Fig. 1: run 1, floorplan with the power grid
Scale: 4 px per um. Pins as bars on the die edge.
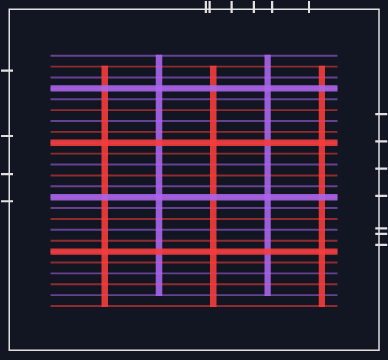
Fig. 2: run 1, sequential cells coloured by netlist name
Scale: 4 px per um.
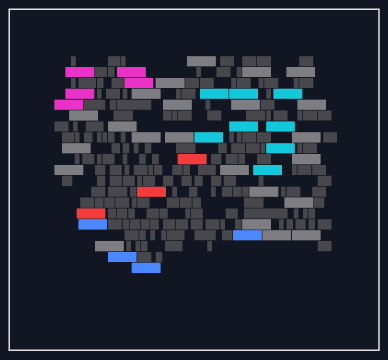
Fig. 3: run 1, metal 2
Scale: 4 px per um.
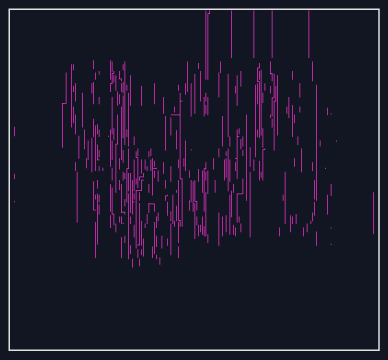
File: src/rtl/uart_rx_core.sv
// uart_rx_core: 16x-oversampled UART receiver; define UART_RX_MAJORITY_EN for 2-of-3 voting at ticks 7/8/9
module uart_rx_core #(
  parameter int CLK_FREQ  = 50000000,
  parameter int BAUD_RATE = 115200,
  parameter int DATA_BITS = 8,
  parameter int PARITY    = 0,
  parameter int STOP_BITS = 1
) (
  input  logic                 clk,
  input  logic                 rst,
  input  logic                 rx,
  output logic [DATA_BITS-1:0] rx_data,
  output logic                 rx_valid,
  input  logic                 rx_ready,
  output logic                 frame_err,
  output logic                 parity_err,
  output logic                 overrun,
  output logic                 busy
);
  localparam int DIV_RAW = CLK_FREQ / (BAUD_RATE * 16);
  localparam int DIV = DIV_RAW < 1 ? 1 : DIV_RAW;
  localparam int DW = DIV > 1 ? $clog2(DIV) : 1;
`ifdef UART_RX_MAJORITY_EN
  localparam logic [3:0] SAMPLE_AT = 4'd8;
`else
  localparam logic [3:0] SAMPLE_AT = 4'd7;
`endif
  typedef enum logic [2:0] {S_IDLE, S_START, S_DATA, S_PARITY, S_STOP} state_t;
  state_t               state_q, state_d;
  logic [1:0]           sync_q, sync_d;
  logic                 prev_q, prev_d;
  logic [DW-1:0]        div_q, div_d;
  logic [3:0]           tcnt_q, tcnt_d;
  logic [3:0]           bcnt_q, bcnt_d;
  logic [DATA_BITS-1:0] sh_q, sh_d;
  logic                 par_q, par_d;
  logic                 pe_q, pe_d;
  logic                 fe_q, fe_d;
  logic                 done_q, done_d;
  logic [DATA_BITS-1:0] rx_data_q, rx_data_d;
  logic                 rx_valid_q, rx_valid_d;
  logic                 frame_err_q, frame_err_d;
  logic                 parity_err_q, parity_err_d;
  logic                 overrun_q, overrun_d;
  logic                 rxs, tick, sample, bit_v, accept;
  assign rxs = sync_q[1];
  assign tick = div_q == DW'(DIV - 1);
  assign sample = tick && tcnt_q == SAMPLE_AT;
  assign accept = done_q && (!rx_valid_q || rx_ready);
`ifdef UART_RX_MAJORITY_EN
  logic [1:0] m_q, m_d;
  assign bit_v = (m_q[0] & m_q[1]) | (rxs & (m_q[0] | m_q[1]));
`else
  assign bit_v = rxs;
`endif
  always_comb begin
    sync_d = {sync_q[0], rx};
    prev_d = rxs;
    state_d = state_q;
    div_d = tick ? '0 : div_q + 1'b1;
    tcnt_d = tick ? tcnt_q + 4'd1 : tcnt_q;
    bcnt_d = bcnt_q;
    sh_d = sh_q;
    par_d = par_q;
    pe_d = pe_q;
    fe_d = fe_q;
    done_d = 1'b0;
`ifdef UART_RX_MAJORITY_EN
    m_d = m_q;
    if (tick && tcnt_q == 4'd6) m_d[0] = rxs;
    if (tick && tcnt_q == 4'd7) m_d[1] = rxs;
`endif
    case (state_q)
      S_IDLE: if (prev_q && !rxs) begin
        state_d = S_START;
        div_d = '0;
        tcnt_d = '0;
        bcnt_d = '0;
        par_d = 1'b0;
        pe_d = 1'b0;
        fe_d = 1'b0;
      end
      S_START: if (sample) state_d = bit_v ? S_IDLE : S_DATA;
      S_DATA: if (sample) begin
        sh_d = {bit_v, sh_q[DATA_BITS-1:1]};
        par_d = par_q ^ bit_v;
        bcnt_d = bcnt_q + 4'd1;
        if (bcnt_q == 4'(DATA_BITS - 1)) begin
          bcnt_d = '0;
          state_d = PARITY != 0 ? S_PARITY : S_STOP;
        end
      end
      S_PARITY: if (sample) begin
        pe_d = PARITY == 1 ? ~(par_q ^ bit_v) : par_q ^ bit_v;
        state_d = S_STOP;
      end
      S_STOP: if (sample) begin
        fe_d = fe_q | ~bit_v;
        bcnt_d = bcnt_q + 4'd1;
        if (bcnt_q == 4'(STOP_BITS - 1)) begin
          state_d = S_IDLE;
          done_d = 1'b1;
        end
      end
      default: state_d = S_IDLE;
    endcase
    rx_data_d = accept ? sh_q : rx_data_q;
    frame_err_d = accept ? fe_q : frame_err_q;
    parity_err_d = accept ? pe_q : parity_err_q;
    rx_valid_d = accept | (rx_valid_q & ~rx_ready);
    overrun_d = (done_q & rx_valid_q & ~rx_ready) | (overrun_q & ~(rx_valid_q & rx_ready));
  end
  always_ff @(posedge clk) begin
    if (rst) begin
      state_q <= S_IDLE;
      sync_q <= 2'b11;
      prev_q <= 1'b1;
      div_q <= '0;
      tcnt_q <= '0;
      bcnt_q <= '0;
      sh_q <= '0;
      par_q <= 1'b0;
      pe_q <= 1'b0;
      fe_q <= 1'b0;
      done_q <= 1'b0;
      rx_data_q <= '0;
      rx_valid_q <= 1'b0;
      frame_err_q <= 1'b0;
      parity_err_q <= 1'b0;
      overrun_q <= 1'b0;
`ifdef UART_RX_MAJORITY_EN
      m_q <= 2'b11;
`endif
    end else begin
      state_q <= state_d;
      sync_q <= sync_d;
      prev_q <= prev_d;
      div_q <= div_d;
      tcnt_q <= tcnt_d;
      bcnt_q <= bcnt_d;
      sh_q <= sh_d;
      par_q <= par_d;
      pe_q <= pe_d;
      fe_q <= fe_d;
      done_q <= done_d;
      rx_data_q <= rx_data_d;
      rx_valid_q <= rx_valid_d;
      frame_err_q <= frame_err_d;
      parity_err_q <= parity_err_d;
      overrun_q <= overrun_d;
`ifdef UART_RX_MAJORITY_EN
      m_q <= m_d;
`endif
    end
  end
  assign rx_data = rx_data_q;
  assign rx_valid = rx_valid_q;
  assign frame_err = frame_err_q;
  assign parity_err = parity_err_q;
  assign overrun = overrun_q;
  assign busy = state_q != S_IDLE;
endmodule

File: config.mk
export PLATFORM = sky130hd
export DESIGN_NAME = uart_rx_core
export DESIGN_NICKNAME = d
export VERILOG_FILES = /design/src/rtl/uart_rx_core.sv
export SDC_FILE = /design/constraint.sdc
export NUM_CORES = 1
export LEC_CHECK = 0
export CORE_ASPECT_RATIO = 0.9
export CORE_MARGIN = 10
export CORE_UTILIZATION = 40
export DETAILED_ROUTE_END_ITERATION = 12
export GPL_ROUTABILITY_DRIVEN = 0
export MAX_ROUTING_LAYER = met4
export PLACE_DENSITY = 0.68
export SETUP_SLACK_MARGIN = 0.02
export SYNTH_ARGS = -nofsm -noshare
export SYNTH_HDL_FRONTEND = slang
export SYNTH_SLANG_ARGS = --single-unit
File: constraint.sdc
create_clock -name clk -period 2.12 [get_ports clk]
set_clock_uncertainty 0.1 [all_clocks]
set_input_delay 0.424 -clock clk [delete_from_list [all_inputs] [get_ports clk]]
set_output_delay 0.424 -clock clk [all_outputs]
set_load 0.05 [all_outputs]
==> results.cfg, run 1 <==
; synthesis and place-and-route metrics
[outcome]
status = finished clean

[critical_path]
max_stage_delay_ns = 0.83
crit_buf_inv = 1
crit_family = buffers and inverters

[sta]
max_slew_margin_pct = 66.07
tightest_slew_ns = 0.5073
rsz0062_at_grt = no
fmax_ghz = 0.4933
hold_viol = 0
tns_ns = 0

[route]
via_per_inst = 5.000

[min_path]
hold_start = sync_q[0]$_SDFF_PP1_

[logic_synthesis]
yosys_register_bits = 43
ys_sh_mux_pct = 11.77
async_flop_share_pct = 0
ff_type = dfxtp_1
yosysSeqAreaShare_pct = 46.02

[clocking]
clock_latency_ns = 0.29
clock-sinks = 43
cts_made_buffers = 5
hold_buffers = 0

[power_and_ir_drop]
p_int_mw = 1.193
power_mw = 1.517
leakage_nw = 0.8931
vdd.ir_drop.worst_mv = 0.4006

[finish]
fillCellCount = 437

[global_routing]
grt_first_pass_wirelength_mm = 5.823
grt_use_total_pct = 9.103

[place]
dp_hpwl_mm = 2.365
port_buffers = 16

[floorplanning]
ioPinCount = 17
core_area_um2 = 4489
Back to the opening pictures, Fig. 1:
net	colour
VDD	purple
VSS	red
met5 straps	4
rows	23

Back to the opening pictures, Fig. 2:
netlist name	colour	placed flops
bcnt_q	blue	4
sh_q	cyan	8
state_q	red	3
div_q	magenta	5
Layout Utilization: 49.72%
Sequential Area: 860.8 um^2
sequential share of cell area: 38.57%
Seq. pwr: 825 uW

Back to the opening pictures, Fig. 3:
share of all routed wire	43%
longest straight run	28.9 um

-- run 1: cell usage after synthesis (all sizes together) (5+ instances only) --
cell   instances  area (um^2)
nand3          6        30.03
ha             5        62.56
nand2          9        33.78
dfxtp         43        860.8
inv            8        30.03
a21oi          8        40.04
xor2           5        43.79
buf            5        25.02
nor2          30        112.6
mux2i         22        220.2
-- run 1: layer usage --
layer | part of all wire [%] | track usage (%)
met1 | 51 | 11.86
met2 | 43 | 12.24
met3 | 5.3 | 3.433
met4 | 0.42 | 3.782
met5 | 0 | -
-- run 1: power by group through the flow --
stage	clock [mW]	combinational, mW	sequential (mW)
floorplan	0	0.0441	0.840
global placement	0	0.0616	0.844
detailed placement	0	0.0629	0.844
CTS	0.649	0.0631	0.825
global route	0.683	0.0702	0.827
finish	0.629	0.0628	0.825
-- run 1: worst max-delay path by stage --
stage                             end
4_1_cts                      rx_valid
5_1_grt        bcnt_q[3]$_SDFFE_PP0P_
2_1_floorplan  bcnt_q[3]$_SDFFE_PP0P_
3_3_place_gp      div_q[2]$_SDFF_PP0_
3_5_place_dp      div_q[4]$_SDFF_PP0_
6_report                     rx_valid
-- run 1: repair_timing --
action | 4_1_cts | 5_1_grt
setup endpoints to repair | 0 | 1
resized | 0 | 1
buffers inserted | 0 | 0
-- run 1: sequential cells by signal, indices dropped and copies added (netlist names) --
| register | flops |
|---|---|
| frame_err | 1 |
| rx_valid | 1 |
| par_q | 1 |
| overrun | 1 |
| sh_q | 8 |
| parity_err | 1 |
| prev_q | 1 |
| pe_q | 1 |
| fe_q | 1 |
| state_q | 3 |
| bcnt_q | 4 |
| sync_q | 2 |
| div_q | 5 |
| done_q | 1 |
| tcnt_q | 4 |
| rx_data | 8 |
-- run 1: cell type report --
cell class                 count  area [um^2]  area share [%]
clock buffer                   5        68.82           3.083
tap                           62        77.57           3.475
sequential                    43        860.8           38.57
timing repair buffer          22        202.7           9.081
inverter                       9        33.78           1.513
multi-input combinational    135        944.7           42.32
clock inverter                 3        43.79           1.962
-- run 1: placed cells by master (no fill, tap or decap), types with 2 or more instances in the layout --
cell type,netlist,layout
dfxtp_1,43,43
a21oi_1,8,8
mux2i_1,22,22
or2_2,3,3
nand2_1,9,9
clkdlybuf4s50_1,0,15
or3_1,3,3
nand3_1,6,6
o21ai_0,3,2
ha_1,5,4
xnor2_1,3,3
nand3b_1,2,2
nand4b_1,2,2
nand2b_1,3,3
xor2_1,5,5
nor3_1,3,3
buf_4,0,7
clkbuf_8,0,5
inv_1,8,8
nor2b_1,2,2
nor2_1,30,30
or4_1,2,2
-- run 1: stage by stage --
stage / area (um^2) / hold slack, ns / instances / utilization [%]
4_1_cts: 2230 / 0.3173 / 279 / 49.67
3_3_place_gp: 2117 / 0.2942 / 271 / 47.16
3_5_place_dp: 2117 / 0.3093 / 271 / 47.16
2_1_floorplan: 1871 / 0.2895 / 196 / -
5_1_grt: 2232 / 0.3249 / 279 / 49.72
6_report: 2232 / 0.3139 / 279 / 49.72
-- run 1: logic make-up after synthesis --
group,count (synthesis)
muxes,22
buffers and inverters,18
DFF,43
xor gates and xnor gates,8
and+or+nand+nor,78
adders and majority gates,5
AOI/OAI and AO/OA,22
Fig. 4: run 1, local utilization
Scale: 4 px per um. The die is cut into 9 by 8 equal tiles; black is low, pale yellow is high, 0 to 100% covered.
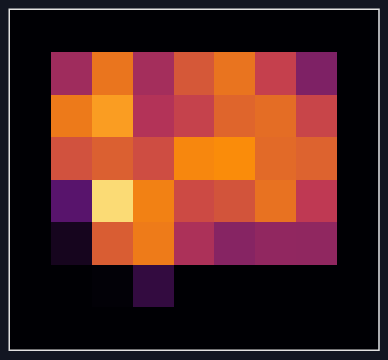

==> inputs of run 2 (changes only) <==
- PLACE_DENSITY: 0.68 -> 0.7
- clock period: 2.12 -> 1.8 ns (I/O delays scaled with it)
Fig. 5: run 2, local utilization
Scale: 4 px per um. The die is cut into 9 by 8 equal tiles; black is low, pale yellow is high, 0 to 100% covered.
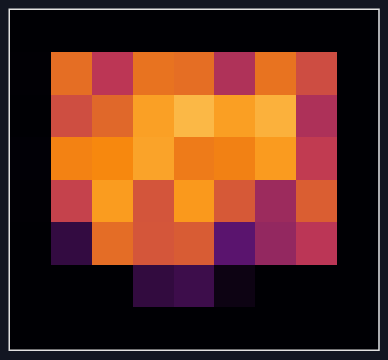
mean over tiles	30%
densest ninth of the die	middle
tiles over 75% full	11%

==> run 2 against run 1 <==
Effect of this change:
- worst setup slack lost 0.17 ns
- core utilization increased by 5.0 points
- the run now ends with negative setup slack left
- cell count is 7.2% higher
- critical endpoint is now bcnt_q[3]$_SDFFE_PP0P_
- synthesized area unchanged
- global-route usage increased by 1.3 points
- design area up 10%
- combinational power increased by 57%
- sequential share of layout area shrank 3.2 points
==> results.cfg, run 2 <==
; synthesis and place-and-route metrics
[global_routing]
grt_first_pass_wirelength_mm = 6.679
grt_use_total_pct = 10.36

[sta]
setup_viol = 2
finalWorstSetupSlack_ns = -0.07977
rsz0062_at_grt = yes

[power_and_ir_drop]
vdd.ir_drop.worst_mv = 0.4105
p_int_mw = 1.422
leakage_nw = 1.033

[place]
port_buffers = 16
dp.cells = 287

[finish]
final_cells = 299

[route]
via_per_inst = 4.906

[logic_synthesis]
synth.most_common_cell = dfxtp_1
ff_type = dfxtp_1
async_flop_share_pct = 0
yosysSeqAreaShare_pct = 46.02
yosys_register_bits = 43

[outcome]
failed_checks = negative setup slack
status = finished with violations

[floorplanning]
ioPinCount = 17

[clocking]
cts_made_buffers = 5
clock_latency_ns = 0.30
Fig. 6: run 2, metal 2
Scale: 4 px per um.
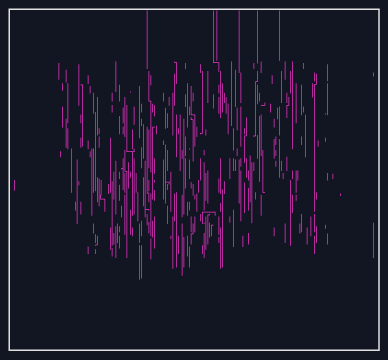
wire length on this layer	1770 um
share of all routed wire	46%
main direction	vertical
routed wire length: 3.885 mm
vias: 1467
routing usage on met2: 14.55%

-- run 2: cell types whose count changed in the layout (fill, tap and decap cells not counted), moves of 2 or more --
cell	delta
ha_1	-2
buf_4	+27
dfxtp_1	-6
buf_6	+5
clkdlybuf4s50_1	-12
dfxtp_2	+6
ha_4	+2
-- run 2: layout make-up --
type | instances | area [um^2] | area share, %
Clock inverter | 3 | 43.79 | 1.784
Inverter | 9 | 33.78 | 1.376
Clock buffer | 5 | 68.82 | 2.803
Sequential cell | 43 | 868.3 | 35.37
Timing Repair Buffer | 42 | 341.6 | 13.91
Tap cell | 62 | 77.57 | 3.160
Multi-Input combinational cell | 135 | 1021 | 41.59
-- run 2: routing by layer --
metal | up-vias | GRT usage [%] | wire length (um)
met1 | 675 | 13.22 | 1874
met3 | 8 | 3.609 | 184
li1 | 763 | - | -
met4 | 0 | 4.202 | 57
met2 | 21 | 14.55 | 1768
met5 | - | - | 0
-- run 2: power by group through the flow --
stage | Sequential, mW | Clock, mW | Combinational, mW
3_5_place_dp | 0.994 | 0 | 0.0929
6_report | 0.972 | 0.747 | 0.0989
3_3_place_gp | 0.994 | 0 | 0.0915
2_1_floorplan | 0.992 | 0 | 0.0551
5_1_grt | 0.974 | 0.807 | 0.111
4_1_cts | 0.973 | 0.769 | 0.0945
-- run 2: repair_timing --
action / 4_1_cts / 5_1_grt
cloned: 1 / 0
gates resized: 9 / 11
setup endpoints to repair: 12 / 18
pin swaps: 5 / 8
endpoints found under the hold margin: 0 / 0
setup buffers: 2 / 1
hold buffers: 0 / 0
-- run 2: final timing paths --
kind | from | to | slack [ns] | cells after the start
hold / removal | sync_q[0]$_SDFF_PP1_ | sync_q[1]$_SDFF_PP1_ | 0.32 | 1
setup / recovery | tcnt_q[1]$_SDFF_PP0_ | bcnt_q[3]$_SDFFE_PP0P_ | -0.08 | 6
hold reg to reg | sync_q[0]$_SDFF_PP1_ | sync_q[1]$_SDFF_PP1_ | 0.32 | 1
setup reg to reg | tcnt_q[1]$_SDFF_PP0_ | bcnt_q[3]$_SDFFE_PP0P_ | -0.08 | 6
-- run 2: metrics by stage --
stage | TNS [ns] | cell area [um^2] | total power [mW]
after floorplan | 0 | 1891 | 1.047
after global placement | -0.6194 | 2227 | 1.085
after detailed placement | -1.079 | 2227 | 1.087
after CTS | -0.07518 | 2395 | 1.837
after global routing | -0.9544 | 2455 | 1.893
final | -0.09101 | 2455 | 1.818
-- run 2: worst max-delay path: cells and delay by family (launching register included) --
kind            cells  cell delay [ns]
compound gates      2             0.49
fa+ha+maj           1             0.14
buf+inv             1             0.09
flops               1             0.36
simple gates        2             0.59
-- run 2: logic make-up (layout without fill, tap and decap cells) --
logic type	count (synthesis)	in the layout	synth area share, %
muxes	22	22	11.77
DFF	43	43	46.02
buffers and inverters	18	59	3.946
AOI/OAI and AO/OA	22	22	8.429
adders and majority gates	5	5	3.344
xor gates and xnor gates	8	8	3.746
and+or+nand+nor	78	78	22.74
Power is estimated from default activity; no workload was simulated.
